### src/rtl/fp_mult.sv
// Multi-cycle IEEE-754 single-precision multiplier with a start/busy/done/serv handshake.
// The mantissa product is built by an iterative shift-add, then normalized and rounded to nearest-even.
module fp_mult #(
   parameter int unsigned BITS_PER_CYCLE = 1,
   parameter int unsigned BIAS           = 127
) (
   input  logic        clk,
   input  logic        rst,
   input  logic [31:0] op1,
   input  logic [31:0] op2,
   input  logic        mul_start,
   input  logic        mul_serv,
   output logic [31:0] mul_result,
   output logic        mul_done,
   output logic        mul_overflow,
   output logic        mul_busy
);

   localparam int unsigned MULT_CYCLES = 24 / BITS_PER_CYCLE;
   localparam logic [4:0]  LAST_CYCLE  = 5'(MULT_CYCLES - 1);

   typedef enum logic [2:0] {
      IDLE,
      UNPACK,
      MULT,
      NORM,
      ROUND,
      DONE
   } state_t;

   state_t state, state_next;

   logic [31:0]       a_op, b_op;
   logic              sign;
   logic signed [9:0] exp_r;
   logic [47:0]       mcand;
   logic [23:0]       mplier;
   logic [47:0]       acc;
   logic [4:0]        count;
   logic [22:0]       mant_n;
   logic              guard, sticky;

   // Operand decode for the UNPACK step
   logic [7:0]        ea, eb;
   logic              a_zero, b_zero, a_inf, b_inf;
   logic              special, special_ovf, sign_in;
   logic [31:0]       special_res;
   logic signed [9:0] exp_sum;

   always_comb begin
      ea          = a_op[30:23];
      eb          = b_op[30:23];
      a_zero      = (ea == 8'h00);
      b_zero      = (eb == 8'h00);
      a_inf       = (ea == 8'hFF);
      b_inf       = (eb == 8'hFF);
      sign_in     = a_op[31] ^ b_op[31];
      special     = a_zero | b_zero | a_inf | b_inf;
      special_ovf = a_inf | b_inf;
      if (a_inf || b_inf)
         special_res = (a_zero || b_zero) ? 32'h7FC00000 : {sign_in, 8'hFF, 23'h0};
      else
         special_res = {sign_in, 31'h0};
      exp_sum = {2'b00, ea} + {2'b00, eb} - 10'(BIAS);
   end

   // One shift-add step retires BITS_PER_CYCLE multiplier bits
   logic [BITS_PER_CYCLE-1:0] digit;
   logic [47:0]               partial;

   always_comb begin
      digit   = mplier[BITS_PER_CYCLE-1:0];
      partial = '0;
      for (int unsigned i = 0; i < BITS_PER_CYCLE; i++) begin
         if (digit[0])
            partial = partial + (mcand << i);
         digit = digit >> 1;
      end
   end

   // Round-to-nearest-even with renormalization on mantissa carry-out
   logic              round_up;
   logic [23:0]       mant_sum;
   logic signed [9:0] exp_fin;
   logic [31:0]       round_res;
   logic              round_ovf;

   always_comb begin
      round_up  = guard & (sticky | mant_n[0]);
      mant_sum  = {1'b0, mant_n} + {23'b0, round_up};
      exp_fin   = mant_sum[23] ? exp_r + 10'sd1 : exp_r;
      round_ovf = 1'b0;
      if (exp_fin >= 10'sd255) begin
         round_res = {sign, 8'hFF, 23'h0};
         round_ovf = 1'b1;
      end else if (exp_fin <= 10'sd0) begin
         round_res = {sign, 31'h0};
      end else begin
         round_res = {sign, exp_fin[7:0], mant_sum[22:0]};
      end
   end

   always_ff @(posedge clk or posedge rst) begin
      if (rst)
         state <= IDLE;
      else
         state <= state_next;
   end

   always_comb begin
      state_next = state;
      case (state)
         IDLE:    if (mul_start) state_next = UNPACK;
         UNPACK:  state_next = special ? DONE : MULT;
         MULT:    if (count == LAST_CYCLE) state_next = NORM;
         NORM:    state_next = ROUND;
         ROUND:   state_next = DONE;
         DONE:    if (mul_serv) state_next = IDLE;
         default: state_next = IDLE;
      endcase
   end

   always_ff @(posedge clk or posedge rst) begin
      if (rst) begin
         a_op         <= '0;
         b_op         <= '0;
         sign         <= 1'b0;
         exp_r        <= '0;
         mcand        <= '0;
         mplier       <= '0;
         acc          <= '0;
         count        <= '0;
         mant_n       <= '0;
         guard        <= 1'b0;
         sticky       <= 1'b0;
         mul_result   <= '0;
         mul_done     <= 1'b0;
         mul_overflow <= 1'b0;
         mul_busy     <= 1'b0;
      end else begin
         case (state)
            IDLE: begin
               if (mul_start) begin
                  a_op     <= op1;
                  b_op     <= op2;
                  mul_busy <= 1'b1;
               end
            end
            UNPACK: begin
               sign <= sign_in;
               if (special) begin
                  mul_result   <= special_res;
                  mul_overflow <= special_ovf;
                  mul_done     <= 1'b1;
               end else begin
                  exp_r  <= exp_sum;
                  mcand  <= {24'b0, 1'b1, a_op[22:0]};
                  mplier <= {1'b1, b_op[22:0]};
                  acc    <= '0;
                  count  <= '0;
               end
            end
            MULT: begin
               acc    <= acc + partial;
               mcand  <= mcand << BITS_PER_CYCLE;
               mplier <= mplier >> BITS_PER_CYCLE;
               count  <= count + 5'd1;
            end
            NORM: begin
               // Product lies in [1,4); bit 47 marks the [2,4) half
               if (acc[47]) begin
                  mant_n <= acc[46:24];
                  guard  <= acc[23];
                  sticky <= |acc[22:0];
                  exp_r  <= exp_r + 10'sd1;
               end else begin
                  mant_n <= acc[45:23];
                  guard  <= acc[22];
                  sticky <= |acc[21:0];
               end
            end
            ROUND: begin
               mul_result   <= round_res;
               mul_overflow <= round_ovf;
               mul_done     <= 1'b1;
            end
            DONE: begin
               if (mul_serv) begin
                  mul_done <= 1'b0;
                  mul_busy <= 1'b0;
               end
            end
            default: ;
         endcase
      end
   end

endmodule

### config.mk
export PLATFORM = sky130hd
export DESIGN_NAME = fp_mult
export DESIGN_NICKNAME = d
export VERILOG_FILES = /design/src/rtl/fp_mult.sv
export SDC_FILE = /design/constraint.sdc
export NUM_CORES = 1
export LEC_CHECK = 0
export CAP_MARGIN = 20
export CORE_MARGIN = 2
export CORE_UTILIZATION = 35
export CTS_CLUSTER_DIAMETER = 40
export DETAILED_ROUTE_END_ITERATION = 12
export MAX_ROUTING_LAYER = met4
export PLACE_DENSITY = 0.52
export SETUP_SLACK_MARGIN = 0.2
export SYNTH_ARGS = -nofsm -noshare
export SYNTH_HDL_FRONTEND = slang
export SYNTH_SLANG_ARGS = --single-unit
export TNS_END_PERCENT = 100
### constraint.sdc
create_clock -name clk -period 12.75 [get_ports clk]
set_input_delay 2.55 -clock clk [delete_from_list [all_inputs] [get_ports clk]]
set_output_delay 2.55 -clock clk [all_outputs]
set_load 0.005 [all_outputs]
Fig. 1: the metal 1 layer
The bar under the picture is 50 um long.
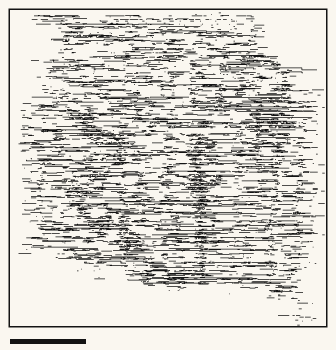
The wires run mostly horizontal. The longest straight run is 43.2 um. The layer carries 16600 um of wire.

Fig. 2: M2 wires
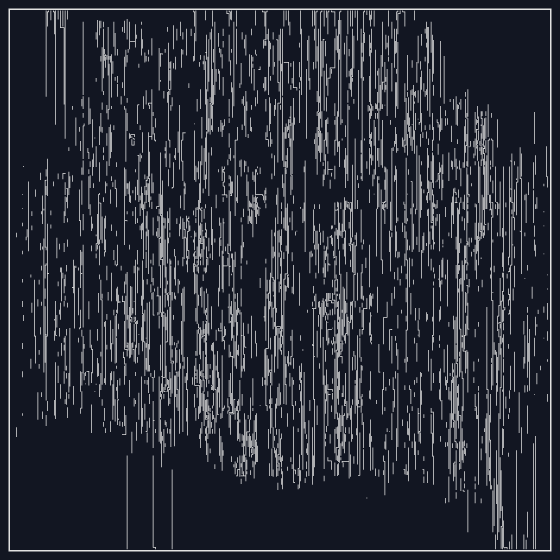
The longest straight run is 59.5 um. The layer holds 47% of the routed length. 1407 nets have wire on it.

Fig. 3: the metal 3 layer
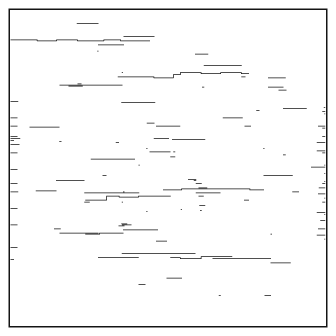
The layer carries 1220 um of wire. The layer holds 3.5% of the routed length. 69 nets have wire on it. The wires run mostly horizontal. The longest straight run is 48.5 um.
met3 track demand over resource in global routing: 0.0328
final wirelength: 35000 um
total vias in the final route: 11.4k

==> results.txt <==
Figures from the implementation reports.

- The fraction of final layout cells with drive strength greater than 1 is 0.109.
- The root buffer cell reads clkbuf_16.
- Setup repair after global routing left no endpoint under its margin.
- The start point of the worst min-delay path reads mul_overflow.
- The HPWL after detailed placement is approximately 24000 um.
- The normalized max-slew margin is 0.289.
- The total cell area at the placement stage is 16200 um2.
- The registers reported with the highest flop counts are acc x48, mcand x48.
- The initial antenna violation count is 0.
- The maximum VDD drop is around 110 uV.
- The number of buffers inserted to repair setup after CTS is 0.
- The number of enable-type register cells in the synthesized netlist reads 0.
- Ranked by total cell area, the synthesized netlist is headed by dfrtp_1 45%, nand2_1 6.9%, o21ai_0 5.8%.
- The top fanout value on the critical path is 37.
- The clock drives 263 sinks.
- The cell class contributing the biggest share of worst-path delay is buffers and inverters.
- The number of buffers added on ports reads between 100 and 150.
- The count of warnings emitted by yosys is 0.
- The number of max-cap violations is 0.
- The proportion of synthesized chip area in sequential cells is 0.447.
- The number of nets at floorplan is roughly 1.7k.
- The CTS H-tree depth is 2.
- The share of the clock period used by the worst path after layout reads 0.344.
- In this run the mean area of a mapped cell was 9.43 um2.
- For this design the top-level I/O count stands at 103.
- The cell accounting for the most synthesized area reads dfrtp_1.
- The area of the mapped netlist is 14700 um2.
- The flow ran to the end, and the final reports show no timing, DRC or antenna violations.
- The number of standard cells after synthesis reads 1561.
- The count of cells resized by post-cts repair is 0.
- Hold repair after CTS inserted 0 buffers.
- The total number of warnings across the stage logs is 32.
- The violation tally from detailed-route iteration zero reads 520.
- The end of the worst register-to-register path reads acc[47].
- The number of nets in the layout is 1780.
- The kind of start point of the critical path is a primary input.
- In this run the critical register-to-register path is launched from mplier[0].
- The final layout reports a setup TNS of 0 ns.
- The clock tree from TritonCTS reads yes.
- The time the final worst path needs with I/O delays and setup is 4.39 ns.
- Data on the critical path is required at its endpoint by around 13 ns.
- The timing report gives the biggest stage delay along the critical path as 0.76 ns.
- The proportion of netlist area held by the largest area contributor is 0.447.
- The area overhead of the layout relative to synthesis reads 22.5%.
- The endpoint arrival time on the critical path reads around 5 ns.
- By count the netlist is led by 269 x nand2_1, 263 x dfrtp_1, 172 x o21ai_0.
- The fraction of registers with async set or reset after synthesis reads 1.00.
- The main flop type after synthesis reads dfrtp_1.
- The slew at the pin closest to its max-slew limit reads 1.07 ns.
[routing by layer]
layer	vias up	global-route usage	routed length (um)	share of wire
met5	-	-	0	0
met4	0	0.0475	790	0.023
met3	61	0.0328	1220	0.035
met2	154	0.273	16500	0.47
met1	5490	0.214	16600	0.47
li1	5711	-	-	-
[worst register-to-register path: cells and delay by family (launching register included)]
kind                     cells  cell delay [ns]
buffers and inverters        1             0.38
AND-OR/OR-AND                7             1.68
flip-flops                   1             0.32
adder cells (fa/ha/maj)      1             0.31
AND/OR/NAND/NOR              3             0.69
multiplexers                 1             0.34
[cell type report]
type	count	area, um2
Inverter	30	120
Clock inverter	26	360
Fill cell	4077	23700
Multi-Input combinational cell	1185	7720
Sequential cell	263	6580
Timing Repair Buffer	114	1140
Clock buffer	66	1430
Tap cell	539	674
[kinds of logic after synthesis]
kind of cell,count (synthesis),share of synthesized area
and+or+nand+nor,516,0.164
xor gates and xnor gates,80,0.0476
AOI/OAI and AO/OA,388,0.157
DFF,263,0.447
buffers and inverters,113,0.0302
muxes,133,0.0957
adders and majority gates,68,0.0588
[placed cells by master, fill, tap and decap left out, types with 22 or more instances in the layout]
cell             synthesis  final
nand2_1                269    269
dfrtp_1                263    263
o21ai_0                172    172
clkdlybuf4s50_1          0    102
mux2i_1                 71     71
ha_1                    66     66
a21oi_1                 64     64
mux2_2                  61     61
and2_1                  57     57
clkbuf_16                0     50
nor2_1                  50     48
xnor2_1                 48     48
nand3_1                 36     36
xor2_1                  32     32
inv_1                   30     29
o21ai_1                 26     26
o22ai_1                 23     23
nor3_1                  22     22
[power by group]
part	leakage, nW	switching, mW	internal [mW]
logic	3.25	0.765	0.613
registers	3.39	0.223	1.11
clock network	0.869	0.476	0.917
total	7.51	1.46	2.64
No activity file was given, so power comes from the tool's default toggle rates.
